**src/rtl/fetch_queue.sv**
```systemverilog
// fetch_queue: in-order instruction fetch buffer feeding {pc, instr, pc+4} to IF/ID.
// Latency: request accepted in cycle t, response in t+L, head entry valid from t+L+1 (outputs come from flops).
// Backpressure: no new request once allocated + to-be-discarded entries reach DEPTH; out_ready low holds the head.
//
// Ports:
//   clk, reset                      rising-edge clock, synchronous active-high reset
//   redirect_valid, redirect_pc     taken branch/jump from EX: flush and restart at target
//   imem_req_valid/addr/ready       fetch request handshake, address word aligned
//   imem_rsp_valid/data             in-order response, one per accepted request
//   out_valid/pc/instr/pcplus4      head entry towards IF/ID, popped with out_ready
//   dbg_count                       number of allocated entries
//   err_unexpected_rsp              sticky: a response arrived with nothing waiting for it
module fetch_queue #(
  parameter int              XLEN     = 32,
  parameter int              DEPTH    = 4,
  parameter logic [XLEN-1:0] RESET_PC = '0
) (
  input  logic                       clk,
  input  logic                       reset,
  input  logic                       redirect_valid,
  input  logic [XLEN-1:0]            redirect_pc,
  output logic                       imem_req_valid,
  output logic [XLEN-1:0]            imem_req_addr,
  input  logic                       imem_req_ready,
  input  logic                       imem_rsp_valid,
  input  logic [31:0]                imem_rsp_data,
  output logic                       out_valid,
  output logic [XLEN-1:0]            out_pc,
  output logic [31:0]                out_instr,
  output logic [XLEN-1:0]            out_pcplus4,
  input  logic                       out_ready,
  output logic [$clog2(DEPTH+1)-1:0] dbg_count,
  output logic                       err_unexpected_rsp
);

  localparam int PTR_W = $clog2(DEPTH);
  localparam int CNT_W = $clog2(DEPTH+1);

  typedef logic [PTR_W-1:0] ptr_t;
  typedef logic [CNT_W-1:0] cnt_t;

  localparam ptr_t            PTR_ONE   = ptr_t'(1);
  localparam cnt_t            CNT_ONE   = cnt_t'(1);
  localparam logic [CNT_W:0]  EXT_ONE   = (CNT_W+1)'(1);
  localparam logic [CNT_W:0]  DEPTH_EXT = (CNT_W+1)'(DEPTH);
  localparam logic [XLEN-1:0] PC_STEP   = XLEN'(4);

  logic [XLEN-1:0]  fetch_pc_q, fetch_pc_d;
  logic [XLEN-1:0]  pc_q    [DEPTH];
  logic [XLEN-1:0]  pc_d    [DEPTH];
  logic [31:0]      instr_q [DEPTH];
  logic [31:0]      instr_d [DEPTH];
  logic [DEPTH-1:0] filled_q, filled_d;
  ptr_t             head_q, head_d;
  ptr_t             fill_q, fill_d;
  ptr_t             tail_q, tail_d;
  cnt_t             count_q, count_d;
  // Allocated entries still waiting for their response (tail - fill, without wrap ambiguity).
  cnt_t             pend_q, pend_d;
  cnt_t             drop_cnt_q, drop_cnt_d;
  logic             err_q, err_d;

  logic [CNT_W:0]   slots_used;
  logic [CNT_W:0]   redirect_drop;
  logic [CNT_W:0]   redirect_drop_less;
  logic             req_fire;
  logic             pop;
  logic             rsp_fill;
  logic             redirect_pc_unused;

  // Target low bits are forced to zero, so they are deliberately ignored.
  assign redirect_pc_unused = ^redirect_pc[1:0];

  // Credit check uses registered occupancy only: a pop this cycle frees a slot next cycle.
  assign slots_used     = {1'b0, count_q} + {1'b0, drop_cnt_q};
  assign imem_req_valid = ~redirect_valid & (slots_used < DEPTH_EXT);
  assign imem_req_addr  = fetch_pc_q;
  assign req_fire       = imem_req_valid & imem_req_ready;

  assign out_valid   = (count_q != '0) & filled_q[head_q];
  assign out_pc      = pc_q[head_q];
  assign out_instr   = instr_q[head_q];
  assign out_pcplus4 = pc_q[head_q] + PC_STEP;
  assign pop         = out_valid & out_ready;

  assign rsp_fill = imem_rsp_valid & ~redirect_valid & (drop_cnt_q == '0) & (pend_q != '0);

  // On redirect every unanswered request becomes a response to throw away,
  // less the one arriving in the redirect cycle itself.
  assign redirect_drop      = {1'b0, drop_cnt_q} + {1'b0, pend_q};
  assign redirect_drop_less = redirect_drop - EXT_ONE;

  assign dbg_count          = count_q;
  assign err_unexpected_rsp = err_q;

  always_comb begin
    fetch_pc_d = fetch_pc_q;
    pc_d       = pc_q;
    instr_d    = instr_q;
    filled_d   = filled_q;
    head_d     = head_q;
    fill_d     = fill_q;
    tail_d     = tail_q;
    count_d    = count_q;
    pend_d     = pend_q;
    drop_cnt_d = drop_cnt_q;
    err_d      = err_q;

    if (redirect_valid) begin
      fetch_pc_d = {redirect_pc[XLEN-1:2], 2'b00};
      filled_d   = '0;
      head_d     = tail_q;
      fill_d     = tail_q;
      count_d    = '0;
      pend_d     = '0;
      if (imem_rsp_valid) begin
        if (redirect_drop == '0) begin
          err_d      = 1'b1;
          drop_cnt_d = '0;
        end else begin
          drop_cnt_d = redirect_drop_less[CNT_W-1:0];
        end
      end else begin
        drop_cnt_d = redirect_drop[CNT_W-1:0];
      end
    end else begin
      if (imem_rsp_valid) begin
        if (drop_cnt_q != '0) begin
          drop_cnt_d = drop_cnt_q - CNT_ONE;
        end else if (pend_q != '0) begin
          instr_d[fill_q]  = imem_rsp_data;
          filled_d[fill_q] = 1'b1;
          fill_d           = fill_q + PTR_ONE;
        end else begin
          err_d = 1'b1;
        end
      end

      // tail never equals fill while a fill is possible and a slot is free,
      // so these writes cannot collide with the fill above.
      if (req_fire) begin
        pc_d[tail_q]     = fetch_pc_q;
        filled_d[tail_q] = 1'b0;
        tail_d           = tail_q + PTR_ONE;
        fetch_pc_d       = fetch_pc_q + PC_STEP;
      end

      if (pop) begin
        head_d = head_q + PTR_ONE;
      end

      unique case ({req_fire, pop})
        2'b10:   count_d = count_q + CNT_ONE;
        2'b01:   count_d = count_q - CNT_ONE;
        default: count_d = count_q;
      endcase

      unique case ({req_fire, rsp_fill})
        2'b10:   pend_d = pend_q + CNT_ONE;
        2'b01:   pend_d = pend_q - CNT_ONE;
        default: pend_d = pend_q;
      endcase
    end
  end

  always_ff @(posedge clk) begin
    if (reset) begin
      fetch_pc_q <= RESET_PC;
      for (int i = 0; i < DEPTH; i++) begin
        pc_q[i]    <= '0;
        instr_q[i] <= '0;
      end
      filled_q   <= '0;
      head_q     <= '0;
      fill_q     <= '0;
      tail_q     <= '0;
      count_q    <= '0;
      pend_q     <= '0;
      drop_cnt_q <= '0;
      err_q      <= 1'b0;
    end else begin
      fetch_pc_q <= fetch_pc_d;
      pc_q       <= pc_d;
      instr_q    <= instr_d;
      filled_q   <= filled_d;
      head_q     <= head_d;
      fill_q     <= fill_d;
      tail_q     <= tail_d;
      count_q    <= count_d;
      pend_q     <= pend_d;
      drop_cnt_q <= drop_cnt_d;
      err_q      <= err_d;
    end
  end

endmodule

```
**config.mk**
```make
export PLATFORM = sky130hd
export DESIGN_NAME = fetch_queue
export DESIGN_NICKNAME = d
export VERILOG_FILES = /design/src/rtl/fetch_queue.sv
export SDC_FILE = /design/constraint.sdc
export NUM_CORES = 1
export LEC_CHECK = 0
export ABC_AREA = 0
export CORE_MARGIN = 2
export CORE_UTILIZATION = 59
export DETAILED_ROUTE_END_ITERATION = 16
export PLACE_DENSITY = 0.94
export SLEW_MARGIN = 30
export SYNTH_ARGS = -nofsm -noshare
export SYNTH_HDL_FRONTEND = slang
export SYNTH_SLANG_ARGS = --single-unit
```
**constraint.sdc**
```tcl
create_clock -name clk -period 7.2 [get_ports clk]
set_clock_uncertainty 0.2 [all_clocks]
set_input_delay 1.8 -clock clk [delete_from_list [all_inputs] [get_ports clk]]
set_output_delay 1.8 -clock clk [all_outputs]
set_load 0.005 [all_outputs]
```
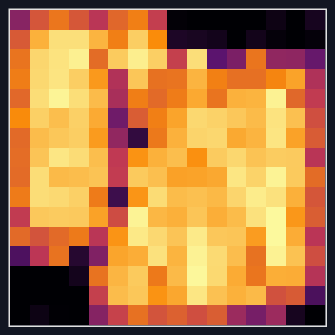
Figure 1: run 1, cell area per tile.
(2 px per micron) The die is cut into 16 by 16 equal tiles; black is low, pale yellow is high, 0 to 100% covered.
8.2% of the tiles are nearly empty. The emptiest ninth of the die: lower left. The fullest tile reaches 99%. 53% of the tiles are over 75% full. The mean over all tiles is 66%.

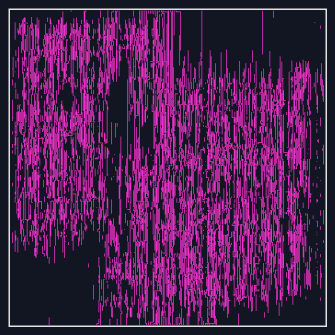
Figure 2: run 1, signal wires on met2.
(2 px per micron)
The wires run mostly vertical. The layer holds 49% of the routed length.

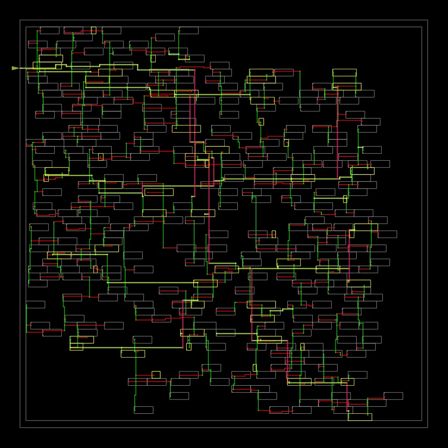
Figure 3: run 1, the clock network.
total CTS buffers: 31
clk sinks: 298
registers: 298
Clk. pwr: 1.68 mW

## run 1: kinds of logic (layout without fill, tap and decap cells)
kind of cell,count (synthesis),after routing,synth area share (%)
multiplexers,67,67,10.61
XOR/XNOR,46,46,2.890
AND-OR/OR-AND,347,347,13.35
flip-flops,298,298,42.79
adder cells (fa/ha/maj),22,22,2.136
buffers and inverters,176,298,5.780
other,1,7,0.02690
AND/OR/NAND/NOR,705,705,22.41
## run 1: registers in the layout, summed over array words and instances, names as in the netlist
register / flops
tail_q: 2
head_q: 2
drop_cnt_q: 3
err_unexpected_rsp: 1
pend_q: 3
filled_q: 4
fill_q: 2
imem_req_addr: 30
instr_q: 128
dbg_count: 3
pc_q: 120
==> notes.md, run 1 <==
impl run done, here's what came out: Seq/Total Area, Yosys=42.79%, routed len/inst=between 15 and 20 microns, Init Core Util=59.75%, tally of yosys warning messages=0, overall power=around 3.7 mW, Post-Layout Cell Count=about 2100, Worst-Margin Slew=1013 ps, Top Consumer=sequential cells, Setup crit start kind=flip-flop, chip area=between 0.02 and 0.025 sq mm, CTS tree=done, clk cell area share=around 6.3%, DRT met1 WL=around 14000 microns, cell-internal power=~2.8 mW, Logic Gate Count=roughly 1200, Seq area share=35.44%, Area Growth Syn to Fin=20.91%, Gate power share=7.4%, CTS H-tree depth=1, placed insts=roughly 2100, GR Util met2=between 50% and 60%, clock tree buffer depth=3, logic area=roughly 0.0072 sq mm, Cells after Synth=about 1700, Max Cap Viol=0, status=complete, no violations, Final Slew Violations=0, ys flops=roughly 300, Net Sw Power=0.8509 mW, Reg clk slew, reported paths=~60 ps, Worst slew margin=between 30% and 40%, leakage power=approximately 5.6 nW, PD cells=218.4 mW/mm^2, Fin. Hold Viols=0, TNS Setup=0 ps, M1 GR Usage=~37%, Final Cycle Share=76.41%, IO Count=between 200 and 250, Post-synth EDFFs=0, comb pwr=between 0.2 and 0.3 mW, gr ovfl total=0, crit-path cells=mux4_1, and4_4, nand3_2, nor4_2, xor2_1, clkdlybuf4s50_1, Worst path depth=6, syn_area_per_cell=between 8 and 9 sq um, Worst Path Arrival=around 3500 ps, Synth cell types=about 60, combinational share of cell area=a little over two fifths, final setup vio count=0, most frequent logic cell in the layout=nand2_1, core area=roughly 0.023 sq mm, layout cells sized above 1=8.999%, Register Area=around 0.006 sq mm, max incr delay on CP=750 ps, Placer Congestion=~0.87, Top FF cell, synth=dfxtp_1, switch share=a little under a quarter, Final Util=between 70% and 80%, worst endpoint required time=5200 ps, placed cell areas=0.01578 sq mm, crit path from=head_q[0], critical path's top delay family=simple AND/OR/NAND/NOR gates, tap cells=approximately 320, Max Fclk=roughly 180 MHz, flop2flop setup slack=~3600 ps, Hold EP=pc_q[113], chip height=157.7 microns, CP Capture Type=primary output, antenna-violating nets left=0, DR vias/cell=a little over 6, Top-area cell share=42.79%, RSZ-0062 raised after global routing=false, reg2reg start=head_q[0], # diodes=1, std cell rows=around 56, Post-CTS Resized=0, Post-Syn Area=~0.014 sq mm, metal2 WL=slightly below 20000 microns, fin area=between 0.015 and 0.02 sq mm, total number of vias=~13000, 1st-pass router iterations=7, Min-Delay Path Depth=2, clock root cell=clkbuf_16, setup ws final=between 1500 and 2000 ps, Fin Hold WS=roughly 250 ps, category of the most critical setup path=flip-flop to primary output, ys cells=1662, Starting DRT DRC Count=roughly 1400, Seq pwr share=a little under half, terminus of the critical flop-to-flop path=dbg_count[2], Worst Hold Class=flip-flop to flip-flop, R2R cell count=9, Synth async-reset ratio=0%, routed wire length=between 40000 and 50000 microns, fin nets=approximately 1900, # clk buffers=40, CP Buf/Inv Count=1, initial antenna violation count=3, DIE WIDTH=around 160 microns, Post-CTS Hold Buffers=0, power share of the clock group=approximately 46%, largest net degree at the start of global routing=roughly 150, top cell category=combinational gates, seq pwr=approximately 1.7 mW, vias in the first global route=around 13000, critical-path cell with the highest stage delay=dfxtp_4, Setup WS pre-CTS=roughly 1700 ps, GR peak layer=met2, hold_sp=pc_q[113], top cells by count=nand2_1 (534), dfxtp_1 (298), a21oi_1 (286), first-pass GRT wire length=between 60000 and 70000 microns, Top Layout Cells=nand2_1 (534), dfxtp_1 (296), a21oi_1 (286), tool warnings=38, clk latency late pin=~550 ps, Non-clk bufs=218, Non-clock inverters=25, top cells by area=dfxtp_1 (43%), nand2_1 (14%), a21oi_1 (10%), top routing layer used=met5, DRC=0, met3 Usage GRT=7.857%, number of port buffers=195, crit path capture=out_pcplus4[28], WL met3=between 5000 and 6000 microns, CP Max Fanout=31, Layout fillers=1607, most frequent cell after synthesis=nand2_1, Max VDD drop=roughly 0.00028 V, largest area contributor in the netlist=dfxtp_1, post-layout minimum cycle time=roughly 5500 ps
Figure 4. Power grid (run 1).
(2 px per micron) Pins as bars on the die edge.
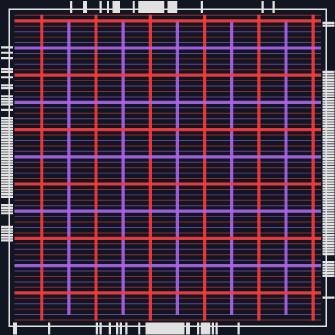

--- run 2 (diff from run 1) ---
--- a/config.mk
+++ b/config.mk
@@ -7,9 +7,9 @@
 export LEC_CHECK = 0
 export ABC_AREA = 0
 export CORE_MARGIN = 2
-export CORE_UTILIZATION = 59
+export CORE_UTILIZATION = 55
 export DETAILED_ROUTE_END_ITERATION = 16
-export PLACE_DENSITY = 0.94
+export PLACE_DENSITY = 0.89
 export SLEW_MARGIN = 30
 export SYNTH_ARGS = -nofsm -noshare
 export SYNTH_HDL_FRONTEND = slang
==> constraint.sdc (replaced) <==
create_clock -name clk -period 5.2 [get_ports clk]
set_clock_uncertainty 0.2 [all_clocks]
set_input_delay 1.3 -clock clk [delete_from_list [all_inputs] [get_ports clk]]
set_output_delay 1.3 -clock clk [all_outputs]
set_load 0.005 [all_outputs]
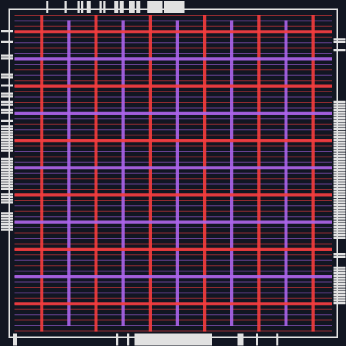
Figure 5: run 2, power grid.
(2 px per micron) Pins as bars on the die edge.
Red is VSS. Purple is VDD.
11 straps on met5. 59 met1 rails follow the rows. 11 straps on met4.

==> run 2 against run 1 <==
Compared with the run above: clock-buffer cell count is 8 higher; combinational power is 42% higher; critical path depth stayed put; final cell count is 1.1% higher; die size is 7.1% higher; non-clock buffer count is 7 higher; sequential share of layout area is 0.23 points lower; clock power is 35% higher; flip-flop count stayed put; total power is 37% higher.
==> notes.md, run 2 <==
impl run done, here's what came out: status=complete, no violations, CP Buf/Inv Count=1 (unchanged), power share of the clock group=44.9% (-0.9 points), Largest Register=instr_q, DR vias/cell=5.957 (-2.8%), Min-Delay Path Depth=2 (unchanged), post-layout minimum cycle time=between 4000 and 5000 ps, clk sinks=298 (unchanged), tool warnings=36 (-5.3%), Post-CTS Hold Buffers=0 (unchanged), Cells after Synth=1662 (unchanged), clk latency late pin=560 ps (about the same), Synth async-reset ratio=0% (unchanged), R2R cell count=10 (+1), terminus of the critical flop-to-flop path=dbg_count[2], top cells by count=nand2_1 (534), dfxtp_1 (298), a21oi_1 (286), leakage power=5.619 nW (+0.72%), category of the most critical setup path=flip-flop to primary output, Starting DRT DRC Count=1181 (-13%), Post-Syn Area=0.01394 sq mm (unchanged), switch share=23.55% (+0.45 points), std cell rows=58 (+3.6%), Post-synth EDFFs=0 (unchanged), Hold EP=pc_q[50], Fin Hold WS=252.7 ps (+1.017 ps), Init Core Util=55.68% (-4.1 points), placed cell areas=0.01585 sq mm (+0.40%), core area=0.02504 sq mm (+7.3%), WL met3=3855 microns (-24%), DRC=0 (unchanged), worst endpoint required time=3700 ps (-1500 ps), logic area=0.007188 sq mm (about the same), routed len/inst=18.27 microns (-4.4%), 1st-pass router iterations=6 (-1), Gate power share=7.7% (+0.3 points), critical path's top delay family=simple AND/OR/NAND/NOR gates, number of port buffers=195 (unchanged), comb pwr=0.388 mW (+42%), Final Cycle Share=around 93%, ys flops=298 (unchanged), CP Max Fanout=31 (unchanged), syn_area_per_cell=8.388 sq um (unchanged), Register Area=0.005973 sq mm (unchanged), max incr delay on CP=660 ps (-90 ps), flop2flop setup slack=1580 ps (-1970 ps), Max Cap Viol=0 (unchanged), Final Util=67.76% (-4.5 points), overall power=5.036 mW (+37%), CP Capture Type=primary output, seq pwr=2.39 mW (+39%), final setup vio count=0 (unchanged), top routing layer used=met4, hold_sp=pc_q[50], Post-CTS Resized=0 (unchanged), Seq/Total Area, Yosys=42.79% (unchanged), Clk. pwr=2.26 mW (+35%), clock root cell=clkbuf_16, GR Util met2=49.23% (-4.5 points), Net Sw Power=1.186 mW (+39%), chip area=0.02664 sq mm (+7.1%), fin area=0.01697 sq mm (+0.65%), PD cells=296.8 mW/mm^2 (+36%), Max Fclk=207.9 MHz, clock tree buffer depth=3 (unchanged), critical-path cell with the highest stage delay=dfxtp_4, placed insts=2069 (+0.78%), crit path from=head_q[1], Fin. Hold Viols=0 (unchanged), Final Slew Violations=0 (unchanged), max reg flops=128 (unchanged), gr ovfl total=0 (unchanged), TNS Setup=0 ps (unchanged), most frequent logic cell in the layout=nand2_1, largest area contributor in the netlist=dfxtp_1, total CTS buffers=31 (unchanged), Max VDD drop=0.0002819 V (-0.12%), crit-path cells=mux4_1, and4_1, nand3_2, nor4_2, xor2_1, clkdlybuf4s50_1, ys cells=1662 (unchanged), Setup crit start kind=flip-flop, vias in the first global route=12643 (-1.7%), Top FF cell, synth=dfxtp_1
[run 2: layout make-up]
cell class | instances | share of cell area (%)
Antenna cell | 3 | 0.04425
Clock buffer | 48 | 5.598
Clock inverter | 10 | 0.6638
Inverter | 25 | 0.5531
Multi-Input combinational cell | 1193 | 42.37
Sequential cell | 298 | 35.21
Tap cell | 330 | 2.434
Timing Repair Buffer | 225 | 13.13
[run 2: kinds of logic (layout without fill, tap and decap cells)]
kind of cell / after synthesis / in the layout / share of synthesized area (%)
flops: 298 / 298 / 42.79
simple gates: 705 / 705 / 22.41
other cells: 1 / 9 / 0.02690
mux: 67 / 67 / 10.61
compound gates: 347 / 347 / 13.35
fa+ha+maj: 22 / 22 / 2.136
buf+inv: 176 / 308 / 5.780
xor+xnor: 46 / 46 / 2.890
Power figures rest on the tool's default switching activity, not on a simulated workload.
